registers.png
Scale bar: 50 um.
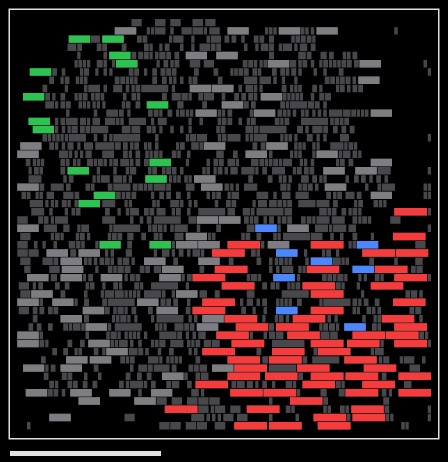
cell_classes.png
Scale bar: 50 um. Fill, decap, tap and diode cells in grey.
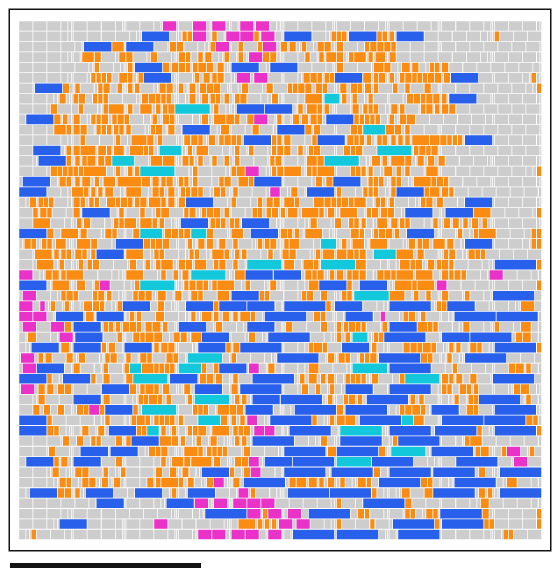
File: src/rtl/io_uart_pkg.sv
// Shared definitions for the UART peripheral: register map, STATUS bit layout,
// IO base addresses and FSM state encodings.
`timescale 1ns/1ps
package io_uart_pkg;

    localparam logic [1:0] UART_DATA    = 2'd0;
    localparam logic [1:0] UART_STATUS  = 2'd1;
    localparam logic [1:0] UART_DIVISOR = 2'd2;
    localparam logic [1:0] UART_CTRL    = 2'd3;

    localparam int ST_TX_FULL   = 0;
    localparam int ST_TX_EMPTY  = 1;
    localparam int ST_RX_VALID  = 2;
    localparam int ST_OVERRUN   = 3;
    localparam int ST_FRAME_ERR = 4;
    localparam int ST_TX_BUSY   = 5;

    // IO device windows, four registers each
    localparam logic [7:0] UART_BASE  = 8'h10;
    localparam logic [7:0] TIMER_BASE = 8'h20;
    localparam logic [7:0] GPIO_BASE  = 8'h30;

    typedef enum logic [1:0] {TX_IDLE, TX_START, TX_DATA, TX_STOP} tx_state_t;
    typedef enum logic [1:0] {RX_IDLE, RX_START, RX_DATA, RX_STOP} rx_state_t;

endpackage

File: src/rtl/io_uart_sync_fifo.sv
// Synchronous FIFO with extra-MSB pointers; a push while full is only
// accepted when a pop happens in the same cycle.
`timescale 1ns/1ps
module sync_fifo #(
    parameter int WIDTH = 8,
    parameter int DEPTH = 8
) (
    input  logic             clk,
    input  logic             reset,
    input  logic             push,
    input  logic             pop,
    input  logic [WIDTH-1:0] din,
    output logic [WIDTH-1:0] dout,
    output logic             full,
    output logic             empty
);
    localparam int AW = $clog2(DEPTH);
    localparam logic [AW:0] PTR_ONE = 1;

    logic [WIDTH-1:0] mem [DEPTH];
    logic [AW:0]      wr_ptr;
    logic [AW:0]      rd_ptr;
    logic             do_push;
    logic             do_pop;

    assign empty   = (wr_ptr == rd_ptr);
    assign full    = (wr_ptr[AW] != rd_ptr[AW]) && (wr_ptr[AW-1:0] == rd_ptr[AW-1:0]);
    assign do_pop  = pop && !empty;
    assign do_push = push && (!full || do_pop);
    assign dout    = mem[rd_ptr[AW-1:0]];

    always_ff @(posedge clk) begin
        if (reset) begin
            wr_ptr <= '0;
            rd_ptr <= '0;
        end else begin
            if (do_push) wr_ptr <= wr_ptr + PTR_ONE;
            if (do_pop)  rd_ptr <= rd_ptr + PTR_ONE;
        end
    end

    always_ff @(posedge clk) begin
        if (do_push) mem[wr_ptr[AW-1:0]] <= din;
    end

endmodule

File: src/rtl/io_uart.sv
// Memory-mapped 8N1 UART on the 8-bit IO bus: TX FIFO + serializer, RX
// deserializer into a one-byte holding register, STATUS/DIVISOR/CTRL registers.
`timescale 1ns/1ps
module io_uart
    import io_uart_pkg::*;
#(
    parameter logic [7:0]  BASE_ADDR   = UART_BASE,
    parameter logic [15:0] DEFAULT_DIV = 16'd433,
    parameter int          FIFO_DEPTH  = 8
) (
    input  logic        clk,
    input  logic        reset,
    input  logic [7:0]  io_addr,
    input  logic        io_en,
    input  logic        io_we,
    input  logic [31:0] io_data_write,
    output logic [31:0] io_data_read,
    input  logic        uart_rx,
    output logic        uart_tx,
    output logic        irq
);
    logic        sel;
    logic [1:0]  reg_idx;
    logic        rd_access;
    logic        wr_access;
    logic        data_rd;
    logic        data_wr;
    logic        status_wr;

    logic [15:0] divisor;
    logic        ie_rx;
    logic        ie_tx;
    logic [7:0]  rx_byte;
    logic        rx_valid;
    logic        overrun;
    logic        frame_err;

    logic        fifo_pop;
    logic [7:0]  fifo_dout;
    logic        fifo_full;
    logic        fifo_empty;

    tx_state_t   tx_state, tx_state_n;
    logic [15:0] tx_cnt, tx_cnt_n;
    logic [2:0]  tx_bit, tx_bit_n;
    logic [7:0]  tx_shreg, tx_shreg_n;
    logic        tx_busy;

    rx_state_t   rx_state, rx_state_n;
    logic [15:0] rx_cnt, rx_cnt_n;
    logic [2:0]  rx_bit, rx_bit_n;
    logic [7:0]  rx_shreg, rx_shreg_n;
    logic        rx_meta, rx_sync, rx_prev;
    logic        rx_done;
    logic [16:0] div_plus1;
    logic [15:0] half_bit;
    logic [5:0]  status_bits;
    logic        unused_wdata;

    assign sel       = io_en && (io_addr[7:2] == BASE_ADDR[7:2]);
    assign reg_idx   = io_addr[1:0];
    assign rd_access = sel && !io_we;
    assign wr_access = sel && io_we;
    assign data_rd   = rd_access && (reg_idx == UART_DATA);
    assign data_wr   = wr_access && (reg_idx == UART_DATA);
    assign status_wr = wr_access && (reg_idx == UART_STATUS);
    assign unused_wdata = ^io_data_write[31:16];

    sync_fifo #(.WIDTH(8), .DEPTH(FIFO_DEPTH)) u_tx_fifo (
        .clk   (clk),
        .reset (reset),
        .push  (data_wr),
        .pop   (fifo_pop),
        .din   (io_data_write[7:0]),
        .dout  (fifo_dout),
        .full  (fifo_full),
        .empty (fifo_empty)
    );

    always_ff @(posedge clk) begin
        if (reset) begin
            divisor <= DEFAULT_DIV;
            ie_rx   <= 1'b0;
            ie_tx   <= 1'b0;
        end else if (wr_access) begin
            if (reg_idx == UART_DIVISOR) divisor <= io_data_write[15:0];
            if (reg_idx == UART_CTRL) begin
                ie_rx <= io_data_write[0];
                ie_tx <= io_data_write[1];
            end
        end
    end

    // TX: pop on entry to START; every state is reloaded from DIVISOR, so new
    // divisor values take effect at the next bit boundary
    always_ff @(posedge clk) begin
        if (reset) begin
            tx_state <= TX_IDLE;
            tx_cnt   <= '0;
            tx_bit   <= '0;
            tx_shreg <= '0;
        end else begin
            tx_state <= tx_state_n;
            tx_cnt   <= tx_cnt_n;
            tx_bit   <= tx_bit_n;
            tx_shreg <= tx_shreg_n;
        end
    end

    always_comb begin
        tx_state_n = tx_state;
        tx_cnt_n   = tx_cnt;
        tx_bit_n   = tx_bit;
        tx_shreg_n = tx_shreg;
        fifo_pop   = 1'b0;
        case (tx_state)
            TX_IDLE: begin
                if (!fifo_empty) begin
                    tx_state_n = TX_START;
                    tx_cnt_n   = divisor;
                    tx_shreg_n = fifo_dout;
                    fifo_pop   = 1'b1;
                end
            end
            TX_START: begin
                if (tx_cnt == 16'd0) begin
                    tx_state_n = TX_DATA;
                    tx_cnt_n   = divisor;
                    tx_bit_n   = 3'd0;
                end else begin
                    tx_cnt_n = tx_cnt - 16'd1;
                end
            end
            TX_DATA: begin
                if (tx_cnt == 16'd0) begin
                    tx_cnt_n = divisor;
                    if (tx_bit == 3'd7) begin
                        tx_state_n = TX_STOP;
                    end else begin
                        tx_bit_n   = tx_bit + 3'd1;
                        tx_shreg_n = {1'b0, tx_shreg[7:1]};
                    end
                end else begin
                    tx_cnt_n = tx_cnt - 16'd1;
                end
            end
            TX_STOP: begin
                if (tx_cnt == 16'd0) begin
                    if (!fifo_empty) begin
                        tx_state_n = TX_START;
                        tx_cnt_n   = divisor;
                        tx_shreg_n = fifo_dout;
                        fifo_pop   = 1'b1;
                    end else begin
                        tx_state_n = TX_IDLE;
                    end
                end else begin
                    tx_cnt_n = tx_cnt - 16'd1;
                end
            end
            default: tx_state_n = TX_IDLE;
        endcase
    end

    assign tx_busy = (tx_state != TX_IDLE);

    always_comb begin
        case (tx_state)
            TX_START: uart_tx = 1'b0;
            TX_DATA:  uart_tx = tx_shreg[0];
            default:  uart_tx = 1'b1;
        endcase
    end

    always_ff @(posedge clk) begin
        if (reset) begin
            rx_meta <= 1'b1;
            rx_sync <= 1'b1;
            rx_prev <= 1'b1;
        end else begin
            rx_meta <= uart_rx;
            rx_sync <= rx_meta;
            rx_prev <= rx_sync;
        end
    end

    assign div_plus1 = {1'b0, divisor} + 17'd1;
    assign half_bit  = div_plus1[16:1];

    // RX: START checks the line at half-bit to reject glitches, then each
    // following sample lands one full bit later
    always_ff @(posedge clk) begin
        if (reset) begin
            rx_state <= RX_IDLE;
            rx_cnt   <= '0;
            rx_bit   <= '0;
            rx_shreg <= '0;
        end else begin
            rx_state <= rx_state_n;
            rx_cnt   <= rx_cnt_n;
            rx_bit   <= rx_bit_n;
            rx_shreg <= rx_shreg_n;
        end
    end

    always_comb begin
        rx_state_n = rx_state;
        rx_cnt_n   = rx_cnt;
        rx_bit_n   = rx_bit;
        rx_shreg_n = rx_shreg;
        rx_done    = 1'b0;
        case (rx_state)
            RX_IDLE: begin
                if (!rx_sync && rx_prev) begin
                    rx_state_n = RX_START;
                    rx_cnt_n   = half_bit;
                end
            end
            RX_START: begin
                if (rx_cnt == 16'd0) begin
                    if (rx_sync) begin
                        rx_state_n = RX_IDLE;
                    end else begin
                        rx_state_n = RX_DATA;
                        rx_cnt_n   = divisor;
                        rx_bit_n   = 3'd0;
                    end
                end else begin
                    rx_cnt_n = rx_cnt - 16'd1;
                end
            end
            RX_DATA: begin
                if (rx_cnt == 16'd0) begin
                    rx_shreg_n = {rx_sync, rx_shreg[7:1]};
                    rx_cnt_n   = divisor;
                    if (rx_bit == 3'd7) rx_state_n = RX_STOP;
                    else                rx_bit_n   = rx_bit + 3'd1;
                end else begin
                    rx_cnt_n = rx_cnt - 16'd1;
                end
            end
            RX_STOP: begin
                if (rx_cnt == 16'd0) begin
                    rx_done    = 1'b1;
                    rx_state_n = RX_IDLE;
                end else begin
                    rx_cnt_n = rx_cnt - 16'd1;
                end
            end
            default: rx_state_n = RX_IDLE;
        endcase
    end

    // A completion outranks a simultaneous DATA read or W1C; a read in the
    // completion cycle still sees the old byte and does not count as overrun
    always_ff @(posedge clk) begin
        if (reset) begin
            rx_byte   <= '0;
            rx_valid  <= 1'b0;
            overrun   <= 1'b0;
            frame_err <= 1'b0;
        end else begin
            if (rx_done) rx_byte <= rx_shreg;

            if (rx_done)      rx_valid <= 1'b1;
            else if (data_rd) rx_valid <= 1'b0;

            if (rx_done && rx_valid && !data_rd)
                overrun <= 1'b1;
            else if (status_wr && io_data_write[ST_OVERRUN])
                overrun <= 1'b0;

            if (rx_done && !rx_sync)
                frame_err <= 1'b1;
            else if (status_wr && io_data_write[ST_FRAME_ERR])
                frame_err <= 1'b0;
        end
    end

    always_comb begin
        status_bits               = '0;
        status_bits[ST_TX_FULL]   = fifo_full;
        status_bits[ST_TX_EMPTY]  = fifo_empty;
        status_bits[ST_RX_VALID]  = rx_valid;
        status_bits[ST_OVERRUN]   = overrun;
        status_bits[ST_FRAME_ERR] = frame_err;
        status_bits[ST_TX_BUSY]   = tx_busy;
    end

    always_comb begin
        io_data_read = '0;
        if (rd_access) begin
            case (reg_idx)
                UART_DATA:    io_data_read = {24'b0, rx_byte};
                UART_STATUS:  io_data_read = {26'b0, status_bits};
                UART_DIVISOR: io_data_read = {16'b0, divisor};
                default:      io_data_read = {30'b0, ie_tx, ie_rx};
            endcase
        end
    end

    assign irq = (rx_valid && ie_rx) || (fifo_empty && ie_tx);

endmodule

File: config.mk
export PLATFORM = sky130hd
export DESIGN_NAME = io_uart
export DESIGN_NICKNAME = d
export VERILOG_FILES = /design/src/rtl/io_uart_pkg.sv /design/src/rtl/io_uart_sync_fifo.sv /design/src/rtl/io_uart.sv
export SDC_FILE = /design/constraint.sdc
export NUM_CORES = 1
export LEC_CHECK = 0
export ABC_AREA = 1
export CORE_MARGIN = 2
export CORE_UTILIZATION = 50
export DETAILED_ROUTE_END_ITERATION = 10
export PLACE_DENSITY = 0.67
export RECOVER_POWER = 50
export SLEW_MARGIN = 20
export SYNTH_ARGS = -nofsm -noshare
export SYNTH_HDL_FRONTEND = slang
export SYNTH_SLANG_ARGS = --single-unit
File: constraint.sdc
create_clock -name clk -period 4.4 [get_ports clk]
set_input_delay 0.44 -clock clk [delete_from_list [all_inputs] [get_ports clk]]
set_output_delay 0.44 -clock clk [all_outputs]
set_load 0.01 [all_outputs]
==> flow_summary.toml <==
# yosys + openroad results
[detailed_routing]
avgRoutedWirePerCell_um = 15.2
vias = 8270
drt_pass1_iterations = 5
drt_wl_total_um = 23400
antenna_left = 0
drt_iter0_markers = 590
routed_via_density = 5.38
drc = 0

[yosys]
fa_ha_area_share_pct = 2.65
xor_share_pct = 2.31
edf_count = 64
synth.cell_area_sq_mm = 0.00946
ys_sh_mux_pct = 0.106
top_cell_area_share_pct = 21.4
ff_type = "dfxtp_1"
synthArstFlopShare_pct = 0
synthTopCellsByArea = "dfxtp_1, edfxtp_1, nand2_1, o21ai_0, inv_1"
synth.logic.top_family = "simple AND/OR/NAND/NOR gates"
synthAoiAreaFrac_pct = 18.1
synth.top_cells.by_count = "nand2_1, inv_1, o21ai_0"
synth_cell_types = 49
synth_top_cell_by_count = "nand2_1"
simple_gate_area_share_pct = 24.9
largest_area_cell = "dfxtp_1"
yosysSeqAreaShare_pct = 41.7
synth_area_per_cell_sq_um = 7.47
syn_inst = 1267
synth_warnings = 0
ys_cells = 1267
yosys_area_sq_mm = 0.00946

[cells_and_area]
mi_logic_area_sq_mm = 0.00453
fin_nets = 1355
buffers_excl_clock = 60
instances_no_fill = 1537
non_clock_buffer_area_share_pct = 5.30
n_clock_buffer = 17
area_growth_pct = 11.4
final_area_sq_mm = 0.0105
drive_gt1_share_pct = 6.83
comb_cells = 895
nNonClkInverters = 151
fillCellCount = 1747
utilization_pct = 56.5
largest_class = "multi-input combinational cells"
clkCellAreaFrac_pct = 6.08
comb-cell-share_pct = 43.0
sh_seq_area_pct = 37.4

[die]
dieWidth_um = 142
ioPinCount = 79
tap_cells = 234
chipHeight_um = 142
dieArea_sq_mm = 0.0200
initCoreUtil_pct = 50.7

[cts]
ctsResizeCount = 0
h-tree-depth = 4
clkTransAtPathRegs_ns = 0.07
cts_buffers = 17
cts_hold_buf = 0
cts_sinks = 165
clkLatencyLatePin_ns = 0.44
cts_setup_buffers = 0
root_buffer = "clkbuf_16"
tritoncts = "yes"
cts_buffer_depth = 2

[critical_path]
path_class = "register to register"
rr_worst_depth = 9
path_depth = 9
critPathTopFamily = "AND-OR/OR-AND gates"
timing.rr.start = "rx_cnt[0]"
worst_r2r_endpoint = "rx_cnt[8]"
critPathRequiredTime_ns = 4.67
crit_path_end = "rx_cnt[8]"
path_cells = "inv_1 > ha_1 > nand3_2 > nor2_4 > nand3_4 > o21ai_0 > inv_2 > nand3_1 > a21oi_1"
cp-start-kind = "register"
r2r_setup_slack_ns = 0.81
worstSetupStartpoint = "rx_cnt[0]"
path_max_fanout = 17
slowest_stage = "o21ai_0"
worst-endpoint-arrival_ns = 3.86
worst-path-buf-inv = 2
max_stage_delay_ns = 1.54

[global_route]
grt_first_pass_wirelength_um = 38300
grt_antenna_before_repair = 0
grt_pass1_vias = 7633
track_usage_pct = 23.9
overflow = 0
grt_max_degree = 41

[placement]
dp_cells = 1505
place_hpwl_um = 16100
port_buffers = 46
dpl_cell_area_sq_mm = 0.00998
gp_congestion = 0.914

[min_path]
hold_end = "rx_sync"
min_from = "rx_meta"
hold_depth = 1
hold_class = "register to register"

[sta]
fmax_mhz = 279
period_needed_ns = 3.59
holdWs_ns = 0.410
setup_viol = 0
rsz0062_at_grt = "no"
final.setup.tns_ns = 0
tightest_slew_ns = 2.01
maxSlewHeadroom_pct = -35.6
fin_crit_sh_pct = 81.5
slew_violations = 18
worst_slack_ns = 0.814
hold_viol = 0

[flow_run]
tool_warnings = 51
maxCapViolCount = 1

[power]
ir_drop_mv = 0.333
powerDensity_mw_per_mm2 = 571
power.total_mw = 6.02
cellLeakagePower_nw = 4.28

[run_status]
status = "finished, violations left"
violations = "max-capacitance violations, max-slew violations"
About registers.png:
blue -> tx_shreg  # flops 8
red -> u_tx_fifo.mem  # flops 64
green -> rx_cnt  # flops 16

About cell_classes.png:
magenta -> other buffers and delay cells  # cells 60
orange -> all other logic  # cells 1046
cyan -> clock drivers and dummy loads  # cells 32
blue -> flip-flops  # cells 165

[report_power, final]
group | total, mW | switching, mW | internal, mW | leakage [nW]
Clock | 1.60 | 0.759 | 0.839 | 0.310
Sequential | 1.90 | 0.162 | 1.74 | 1.40
Combinational | 2.52 | 1.67 | 0.848 | 2.58
[sequential cells by signal, indices dropped and copies added, names as in the netlist, 2 cells and up, named ones only]
signal	flops
divisor	16
rx_bit	3
rx_byte	8
rx_cnt	16
rx_shreg	8
tx_bit	3
tx_cnt	16
tx_shreg	8
tx_state	2
u_tx_fifo.mem	64
u_tx_fifo.rd_ptr	4
u_tx_fifo.wr_ptr	4
[per-layer routing]
metal  GRT usage, %  up-vias  wire, um
li1               -     4239         -
met1           32.3     3799     11000
met2           39.6      198     10800
met3           3.95       34      1220
met4           7.58        0       425
met5              0        -         0
[cells in the final DEF, fill, tap and decap left out, types with 2 or more instances in the layout]
cell,Yosys,layout
o21ai_1,9,9
dfxtp_1,101,101
clkbuf_16,0,17
o21ai_0,138,139
nand2_1,246,255
nand4_1,6,6
conb_1,1,16
o21bai_1,8,8
nand2_2,9,2
o211ai_1,22,22
ha_1,20,20
a21oi_1,86,87
edfxtp_1,64,64
clkinv_8,0,4
nor2_4,4,4
inv_12,0,3
xnor2_1,4,4
nor2_2,11,11
xor2_1,21,21
o22ai_1,23,23
clkbuf_1,32,2
clkdlybuf4s50_1,0,36
dlygate4sd3_1,0,10
or2_2,3,3
nand3_1,98,98
a31oi_1,2,2
clkinv_4,0,2
nor2_1,124,125
nand3_2,3,3
o211ai_2,7,7
inv_1,142,143
buf_4,19,12
nor3_1,15,16
inv_2,8,7
inv_8,0,4
Power is estimated from default activity; no workload was simulated.
